`src/rtl/usb_utmi_pkg.sv`:
```
// usb_utmi_pkg: shared UTMI types and constants for the FS transmit path.
// The USB_UTMI_TX_OPMODE_EN build option is consumed by usb_utmi_tx.
package usb_utmi_pkg;

    typedef enum logic [1:0] {
        OpNormal        = 2'b00,
        OpNonDriving    = 2'b01,
        OpDisableBsNrzi = 2'b10,
        OpReserved      = 2'b11
    } utmi_op_mode_t;

    // Encoded as {dp, dn}.
    typedef enum logic [1:0] {
        LineSe0 = 2'b00,
        LineK   = 2'b01,
        LineJ   = 2'b10
    } usb_line_state_t;

    localparam logic [7:0]  USB_SYNC_BYTE    = 8'h80;
    localparam int unsigned USB_BITSTUFF_LEN = 6;

    typedef enum logic [1:0] {
        StIdle,
        StSync,
        StData,
        StEop
    } tx_state_t;

endpackage

```
`src/rtl/usb_utmi_if.sv`:
```
// usb_utmi_if: UTMI transmit handshake between the SIE (master) and the macrocell (slave).
interface usb_utmi_if;
    import usb_utmi_pkg::*;

    utmi_op_mode_t op_mode;
    logic [7:0]    data_in;
    logic          tx_valid;
    logic          tx_ready;
    logic          tx_active;

    modport master (
        output op_mode,
        output data_in,
        output tx_valid,
        input  tx_ready,
        input  tx_active
    );

    modport slave (
        input  op_mode,
        input  data_in,
        input  tx_valid,
        output tx_ready,
        output tx_active
    );

endinterface

```
`src/rtl/usb_utmi_tx_bitenc.sv`:
```
// usb_utmi_tx_bitenc: per-bit bit stuffing and NRZI line level (1 = J).
// stall_o flags that the next strobe sends a stuff bit instead of bit_i.
module usb_utmi_tx_bitenc
    import usb_utmi_pkg::*;
(
    input  logic clk,
    input  logic rst,
    input  logic strobe_i,
    input  logic bit_i,
    input  logic raw_i,
    input  logic stuff_en_i,
    input  logic clear_i,
    output logic level_o,
    output logic stall_o
);

    logic       level_q, level_d;
    logic [2:0] ones_q, ones_d;

    assign stall_o = stuff_en_i && (ones_q == 3'(USB_BITSTUFF_LEN));
    assign level_o = level_q;

    always_comb begin
        level_d = level_q;
        ones_d  = ones_q;
        if (clear_i) begin
            level_d = 1'b1;
            ones_d  = '0;
        end else if (strobe_i) begin
            if (stall_o) begin
                level_d = ~level_q;
                ones_d  = '0;
            end else if (raw_i) begin
                level_d = bit_i;
                ones_d  = '0;
            end else if (bit_i) begin
                ones_d  = ones_q + 3'd1;
            end else begin
                level_d = ~level_q;
                ones_d  = '0;
            end
        end
    end

    always_ff @(posedge clk or negedge rst) begin
        if (!rst) begin
            level_q <= 1'b1;
            ones_q  <= '0;
        end else begin
            level_q <= level_d;
            ones_q  <= ones_d;
        end
    end

endmodule

```
`src/rtl/usb_utmi_tx.sv`:
```
// usb_utmi_tx: UTMI FS transmit path (SYNC, stuffed NRZI data, EOP) onto D+/D-.
// Define USB_UTMI_TX_OPMODE_EN to honour op_mode DISABLE_BS_NRZI (raw data bits).
module usb_utmi_tx
    import usb_utmi_pkg::*;
#(
    parameter int unsigned CLK_PER_BIT = 4
) (
    input  logic      clk,
    input  logic      rst,
    usb_utmi_if.slave utmi,
    output logic      dp_tx,
    output logic      dn_tx,
    output logic      tx_oe
);

    localparam int unsigned    CntW    = (CLK_PER_BIT > 2) ? $clog2(CLK_PER_BIT) : 1;
    localparam logic [CntW-1:0] CntLast = CntW'(CLK_PER_BIT - 1);

    tx_state_t       state_q, state_d;
    logic [CntW-1:0] bit_cnt_q, bit_cnt_d;
    logic [2:0]      bit_idx_q, bit_idx_d;
    logic [7:0]      shift_q, shift_d;
    logic            raw_q, raw_d;
    logic            se0_q, se0_d;
    logic            active_q, active_d;

    logic            bit_end;
    logic            raw_req;
    logic            ready;
    logic            enc_strobe, enc_bit, enc_raw, enc_clear;
    logic            enc_level, enc_stall;
    usb_line_state_t line;

`ifdef USB_UTMI_TX_OPMODE_EN
    assign raw_req = (utmi.op_mode == OpDisableBsNrzi);
`else
    assign raw_req = 1'b0;
`endif

    assign bit_end = (bit_cnt_q == CntLast);

    always_comb begin
        state_d    = state_q;
        bit_cnt_d  = bit_cnt_q;
        bit_idx_d  = bit_idx_q;
        shift_d    = shift_q;
        raw_d      = raw_q;
        se0_d      = se0_q;
        active_d   = active_q;
        enc_strobe = 1'b0;
        enc_bit    = 1'b0;
        enc_raw    = 1'b0;
        enc_clear  = 1'b0;
        ready      = 1'b0;

        if (state_q != StIdle) begin
            bit_cnt_d = bit_end ? '0 : bit_cnt_q + CntW'(1);
        end

        // Each strobe registers the level of the bit that starts on the next cycle.
        unique case (state_q)
            StIdle: begin
                if (utmi.tx_valid && (utmi.op_mode != OpNonDriving)) begin
                    state_d    = StSync;
                    bit_cnt_d  = '0;
                    bit_idx_d  = '0;
                    raw_d      = raw_req;
                    active_d   = 1'b1;
                    enc_strobe = 1'b1;
                    enc_bit    = USB_SYNC_BYTE[0];
                end
            end
            StSync, StData: begin
                if (bit_end) begin
                    if ((state_q == StData) && enc_stall) begin
                        enc_strobe = 1'b1;
                    end else if (bit_idx_q != 3'd7) begin
                        bit_idx_d  = bit_idx_q + 3'd1;
                        enc_strobe = 1'b1;
                        if (state_q == StSync) begin
                            enc_bit = USB_SYNC_BYTE[bit_idx_d];
                        end else begin
                            enc_bit = shift_q[bit_idx_d];
                            enc_raw = raw_q;
                        end
                    end else if (utmi.tx_valid) begin
                        ready      = 1'b1;
                        shift_d    = utmi.data_in;
                        state_d    = StData;
                        bit_idx_d  = '0;
                        enc_strobe = 1'b1;
                        enc_bit    = utmi.data_in[0];
                        enc_raw    = raw_q;
                    end else begin
                        state_d   = StEop;
                        bit_idx_d = '0;
                        se0_d     = 1'b1;
                    end
                end
            end
            StEop: begin
                if (bit_end) begin
                    if (bit_idx_q == 3'd0) begin
                        bit_idx_d = 3'd1;
                    end else if (bit_idx_q == 3'd1) begin
                        bit_idx_d = 3'd2;
                        se0_d     = 1'b0;
                        enc_clear = 1'b1;
                    end else begin
                        state_d   = StIdle;
                        bit_idx_d = '0;
                        active_d  = 1'b0;
                    end
                end
            end
            default: state_d = StIdle;
        endcase
    end

    always_ff @(posedge clk or negedge rst) begin
        if (!rst) begin
            state_q   <= StIdle;
            bit_cnt_q <= '0;
            bit_idx_q <= '0;
            shift_q   <= '0;
            raw_q     <= 1'b0;
            se0_q     <= 1'b0;
            active_q  <= 1'b0;
        end else begin
            state_q   <= state_d;
            bit_cnt_q <= bit_cnt_d;
            bit_idx_q <= bit_idx_d;
            shift_q   <= shift_d;
            raw_q     <= raw_d;
            se0_q     <= se0_d;
            active_q  <= active_d;
        end
    end

    usb_utmi_tx_bitenc u_bitenc (
        .clk       (clk),
        .rst       (rst),
        .strobe_i  (enc_strobe),
        .bit_i     (enc_bit),
        .raw_i     (enc_raw),
        .stuff_en_i(~raw_q),
        .clear_i   (enc_clear),
        .level_o   (enc_level),
        .stall_o   (enc_stall)
    );

    always_comb begin
        line = LineJ;
        if (se0_q) begin
            line = LineSe0;
        end else if (!enc_level) begin
            line = LineK;
        end
    end

    assign {dp_tx, dn_tx}  = line;
    assign tx_oe           = active_q;
    assign utmi.tx_active  = active_q;
    assign utmi.tx_ready   = ready;

endmodule

```
`src/flat_wrapper.sv`:
```
// flat-port wrapper written by rule: the top's interface ports become plain ports
module usb_utmi_tx_flat import usb_utmi_pkg::*;
#(
    parameter int unsigned CLK_PER_BIT = 4
)
  (clk, rst, dp_tx, dn_tx, tx_oe, utmi_op_mode, utmi_data_in, utmi_tx_valid, utmi_tx_ready, utmi_tx_active);
  usb_utmi_if utmi_i ();
  input  logic clk;
  input  logic rst;
  output logic dp_tx;
  output logic dn_tx;
  output logic tx_oe;
  input wire logic [$bits(utmi_i.op_mode)-1:0] utmi_op_mode;
  input wire logic [$bits(utmi_i.data_in)-1:0] utmi_data_in;
  input wire logic [$bits(utmi_i.tx_valid)-1:0] utmi_tx_valid;
  output wire logic [$bits(utmi_i.tx_ready)-1:0] utmi_tx_ready;
  output wire logic [$bits(utmi_i.tx_active)-1:0] utmi_tx_active;
  assign utmi_i.op_mode = utmi_op_mode;
  assign utmi_i.data_in = utmi_data_in;
  assign utmi_i.tx_valid = utmi_tx_valid;
  assign utmi_tx_ready = utmi_i.tx_ready;
  assign utmi_tx_active = utmi_i.tx_active;
  usb_utmi_tx #(.CLK_PER_BIT(CLK_PER_BIT)) u_core (.clk(clk), .rst(rst), .utmi(utmi_i), .dp_tx(dp_tx), .dn_tx(dn_tx), .tx_oe(tx_oe));
endmodule
```
`config.mk`:
```
export PLATFORM = sky130hd
export DESIGN_NAME = usb_utmi_tx_flat
export DESIGN_NICKNAME = d
export VERILOG_FILES = /design/src/rtl/usb_utmi_pkg.sv /design/src/rtl/usb_utmi_if.sv /design/src/rtl/usb_utmi_tx_bitenc.sv /design/src/rtl/usb_utmi_tx.sv /design/src/flat_wrapper.sv
export SDC_FILE = /design/constraint.sdc
export NUM_CORES = 1
export LEC_CHECK = 0
export ABC_AREA = 1
export CAP_MARGIN = 20
export CORE_MARGIN = 4
export CORE_UTILIZATION = 54
export CTS_CLUSTER_DIAMETER = 120
export DETAILED_ROUTE_END_ITERATION = 10
export MAX_ROUTING_LAYER = met4
export PLACE_DENSITY = 0.79
export SKIP_LAST_GASP = 1
export SLEW_MARGIN = 10
export SYNTH_ARGS = -nofsm -noshare
export SYNTH_HDL_FRONTEND = slang
export SYNTH_SLANG_ARGS = --single-unit
```
`constraint.sdc`:
```
create_clock -name clk -period 2 [get_ports clk]
set_clock_uncertainty 0.15 [all_clocks]
set_input_delay 0.3 -clock clk [delete_from_list [all_inputs] [get_ports clk]]
set_output_delay 0.3 -clock clk [all_outputs]
set_load 0.02 [all_outputs]
```
==> images/cell_density.png <==
The die is cut into 12 by 12 equal tiles; white is low, dark blue is high, 0 to 100% covered.
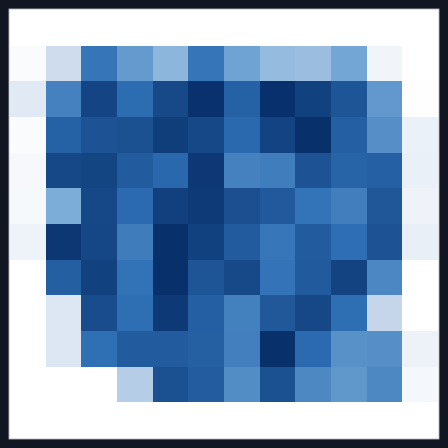
mean over tiles: 52%
tiles over 75% full: 41%
densest ninth of the die: centre
fullest tile: 100%
emptiest ninth of the die: south-west
post-layout util: 77.1%
Pre-Place Util: 58.4%

==> images/congestion.png <==
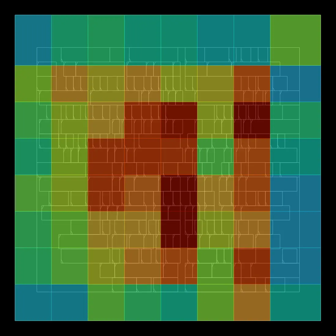
most used routing layer in global routing: met2
routing usage on met1: 24.3%
GRT met2 Usage: 35.5%
wire length per cell: 13.1 µm
GR Util All Layers: 21.1%

==> changes_impl.md <==
### Implementation results

* Pins Over Slew Limit at 0
* Die Y at 57.8 µm
* Die outline width at 57.8 µm
* R2r endpoint: u_core.bit_idx_q[1]
* Critical path's top delay family: flip-flops
* Post-synthesis cell area at 0.00134 mm²
* CTS tree: done
* Final worst setup slack at -0.0577 ns
* Nets at 250
* RePlAce Congestion at 0.883
* Pin slew with the least headroom to its limit at 0.294 ns
* Overall Power at 2.51 mW
* EDFF count, synth at 0
* Die area at 0.00335 mm²
* Final setup fails at 1
* Post-CTS Hold Fix Bufs at 0
* Dpl hpwl at 2.39 mm
* Synth Seq Share at 39.3%
* Status: complete, but fails checks
* Vias at 1,321
* Hold_ws at 0.159 ns
* Pre-CTS setup slack at -0.294 ns
* Crit path kind: register to output port
* Max_cap viols at 0
* Root buffer cell: clkbuf_4
* Number of global-route vias before repair at 1,269
* CP bufs+invs at 2
* First-pass GRT wire length at 5.26 mm
* Crit-path cells: inv_2 -> ha_4 -> nand2_4 -> nor4_4 -> buf_4
* Antenna violations before repair at 0
* Syn Inst Count at 181
* Worst EP arrival at 1.61 ns
* Most used logic cell in the final layout: nand2_1
* Cycle use final at 103%
* Failing checks: negative setup slack
* Leakage at 0.911 nW
* Ys flops at 21
* Finished Cell Area at 0.00177 mm²
* Worst r2r path cells at 12
* Critical R2R Launch: u_core.state_q[0]
* Async SR Flop Fraction at 100%
* Rel. slew slack at 80.2%
* Area grow syn2layout at 32.0%
* Ant diodes at 0
* CP Capture Type: output port
* Synth warn at 0
* Placed instance area at 0.00170 mm²
* F_max at 0.486 GHz
* Commonest non-fill, non-tap cells in the layout: nand2_1, buf_4, dfrtp_1
* Overflow after GRT at 0
* Worst Path Required at 1.55 ns
* RSZ-0062 raised after global routing: yes
* Initial drt markers at 44
* FP Rows at 17
* ANT nets after route at 0
* Min Clock Period, post-route at 2.06 ns
* Count of different cell masters after synthesis at 22
* Most common reg cell: dfrtp_1
* Largest stage delay on the critical path at 0.38 ns
* CP max stage cell: dfrtp_1
* Core area at 0.00230 mm²
* Worst setup SP type: register
* Total stage count of the critical path at 5
* Ports at 18
* Layout cells sized above 1 at 22.4%
* Worst-path fanout max at 2
* Final Hold Viols at 0
* Clk_lat worst skew at 0.32 ns
* Yosys synthesis chip area at 0.00134 mm²
* Average cell area after synthesis at 7.41 µm²
* Number of cells in Yosys stat at 181
* Peak VDD IR at 1.09 mV
* Launch point of the worst path: u_core.state_q[1]
* # clock sinks at 21
* Final WL at 3.29 mm
* DR vias/cell at 5.26
* Fillers at 175
* Tool Warnings at 36
* Largest net degree at the start of global routing at 22
* I/O Buffers at 17
* Worst hold path class: input port to async pin
* Clock transition at path regs at 0.12 ns
* TritonCTS buffer count at 3
* Crit path capture: utmi_tx_ready
* Power Dens Cells at 1420 mW/mm²
* # H-tree levels at 1
* Syn nets at 207
* Clock Tree Buf Depth at 2
* R2R setup slack at 0.08 ns
* DRC Markers at 0
* Iteration count of the initial detailed-routing pass at 4
==> images/logic_types.png <==
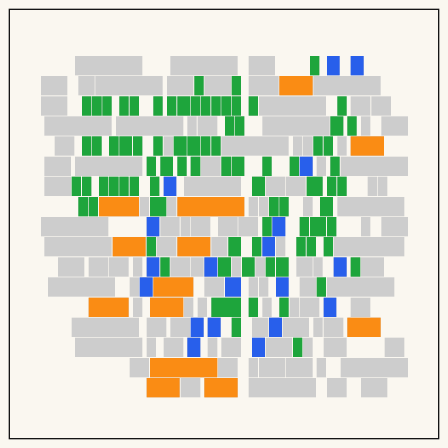
legend:
  orange:
    family: adder and majority cells
    cells: 13
    most_used: ha_1
  green:
    family: NAND gates
    cells: 82
    most_used: nand2_1
  blue:
    family: inverting AOI/OAI gates
    cells: 19
    most_used: o21ai_0

==> flip-flops by register name, indices dropped and copies added (netlist names) <==
register and cells:
u_core.shift_q 8, u_core.bit_idx_q 3, u_core.u_bitenc.ones_q 3, u_core.bit_cnt_q 2, u_core.state_q 2, u_core.se0_q 1, u_core.tx_oe 1, u_core.u_bitenc.level_o 1
==> layer usage <==
layer / wire length (µm) / vias up / GRT usage, %
li1: - / 647 / -
met1: 1360 / 606 / 24.3
met2: 1630 / 55 / 35.5
met3: 192 / 13 / 3.79
met4: 110 / 0 / 9.27
met5: 0 / - / -
==> synthesized netlist by cell type (2+ instances only) <==
cell type  count  area (µm²)
inv_1         22        82.6
a21oi_1        6        30.0
buf_4          2        15.0
nor2_1        15        56.3
o21ai_0       10        50.1
nand3_1       13        65.1
nand2_1       66         248
ha_1          13         163
o21ai_1        2        10.0
dfrtp_1       20         500
==> through the flow <==
step / TNS, ns / instances / util [%]
after global routing: -0.209 / 251 / 77.1
after detailed placement: -0.601 / 246 / 73.9
after CTS: -0.0788 / 250 / 74.8
final: -0.0577 / 251 / 77.1
after global placement: -0.310 / 246 / 73.9
after floorplan: 0 / 181 / -
==> worst min-delay path by stage <==
stage	end	start	slack, ns
after floorplan	u_core.bit_cnt_q[0]	rst	-0.15
after global placement	u_core.shift_q[7]	u_core.shift_q[7]	0.31
after detailed placement	u_core.shift_q[1]	u_core.shift_q[1]	0.31
after CTS	u_core.bit_cnt_q[1]	rst	0.18
after global routing	u_core.bit_cnt_q[1]	rst	0.16
final	u_core.bit_cnt_q[1]	rst	0.16
==> worst reg2reg max path: stages (launching register included) <==
cell     delay (ns)
dfrtp_1        0.41
inv_2          0.08
buf_4          0.11
ha_1           0.15
inv_2          0.05
nor2_4         0.13
buf_4          0.12
nand2_1        0.04
o21ai_1        0.13
nor2_1         0.08
buf_4          0.16
nand3_1        0.09
o21ai_0        0.11
==> where the power goes <==
group          leakage (nW)  switching [mW]  internal (mW)  total, mW
logic                 0.629           0.951          0.723       1.67
registers             0.264          0.0736          0.552      0.626
clock network        0.0177           0.140         0.0749      0.215
total                 0.911            1.16           1.35       2.51
==> cell families after synthesis <==
kind of cell,Yosys count,share of synthesized area (%)
and+or+nand+nor,100,32.2
buffers and inverters,26,8.02
adders and majority gates,13,12.1
DFF,21,39.3
AOI/OAI and AO/OA,21,8.40
==> layout make-up <==
type | count | area [µm²] | share of cell area, %
multi-input cells | 134 | 749 | 42.3
clock inverters | 1 | 5.00 | 0.283
well taps | 28 | 35.0 | 1.98
clock buffers | 3 | 22.5 | 1.27
inverters | 24 | 92.6 | 5.23
flip-flops and latches | 21 | 527 | 29.8
repair buffers | 40 | 339 | 19.2
==> what timing repair did <==
| action | CTS | global route |
|---|---|---|
| cloned | 0 | 0 |
| pin swaps | 0 | 3 |
| buffers inserted | 0 | 1 |
| setup endpoints to repair | 2 | 11 |
| resized | 5 | 17 |
Power figures rest on the tool's default switching activity, not on a simulated workload.
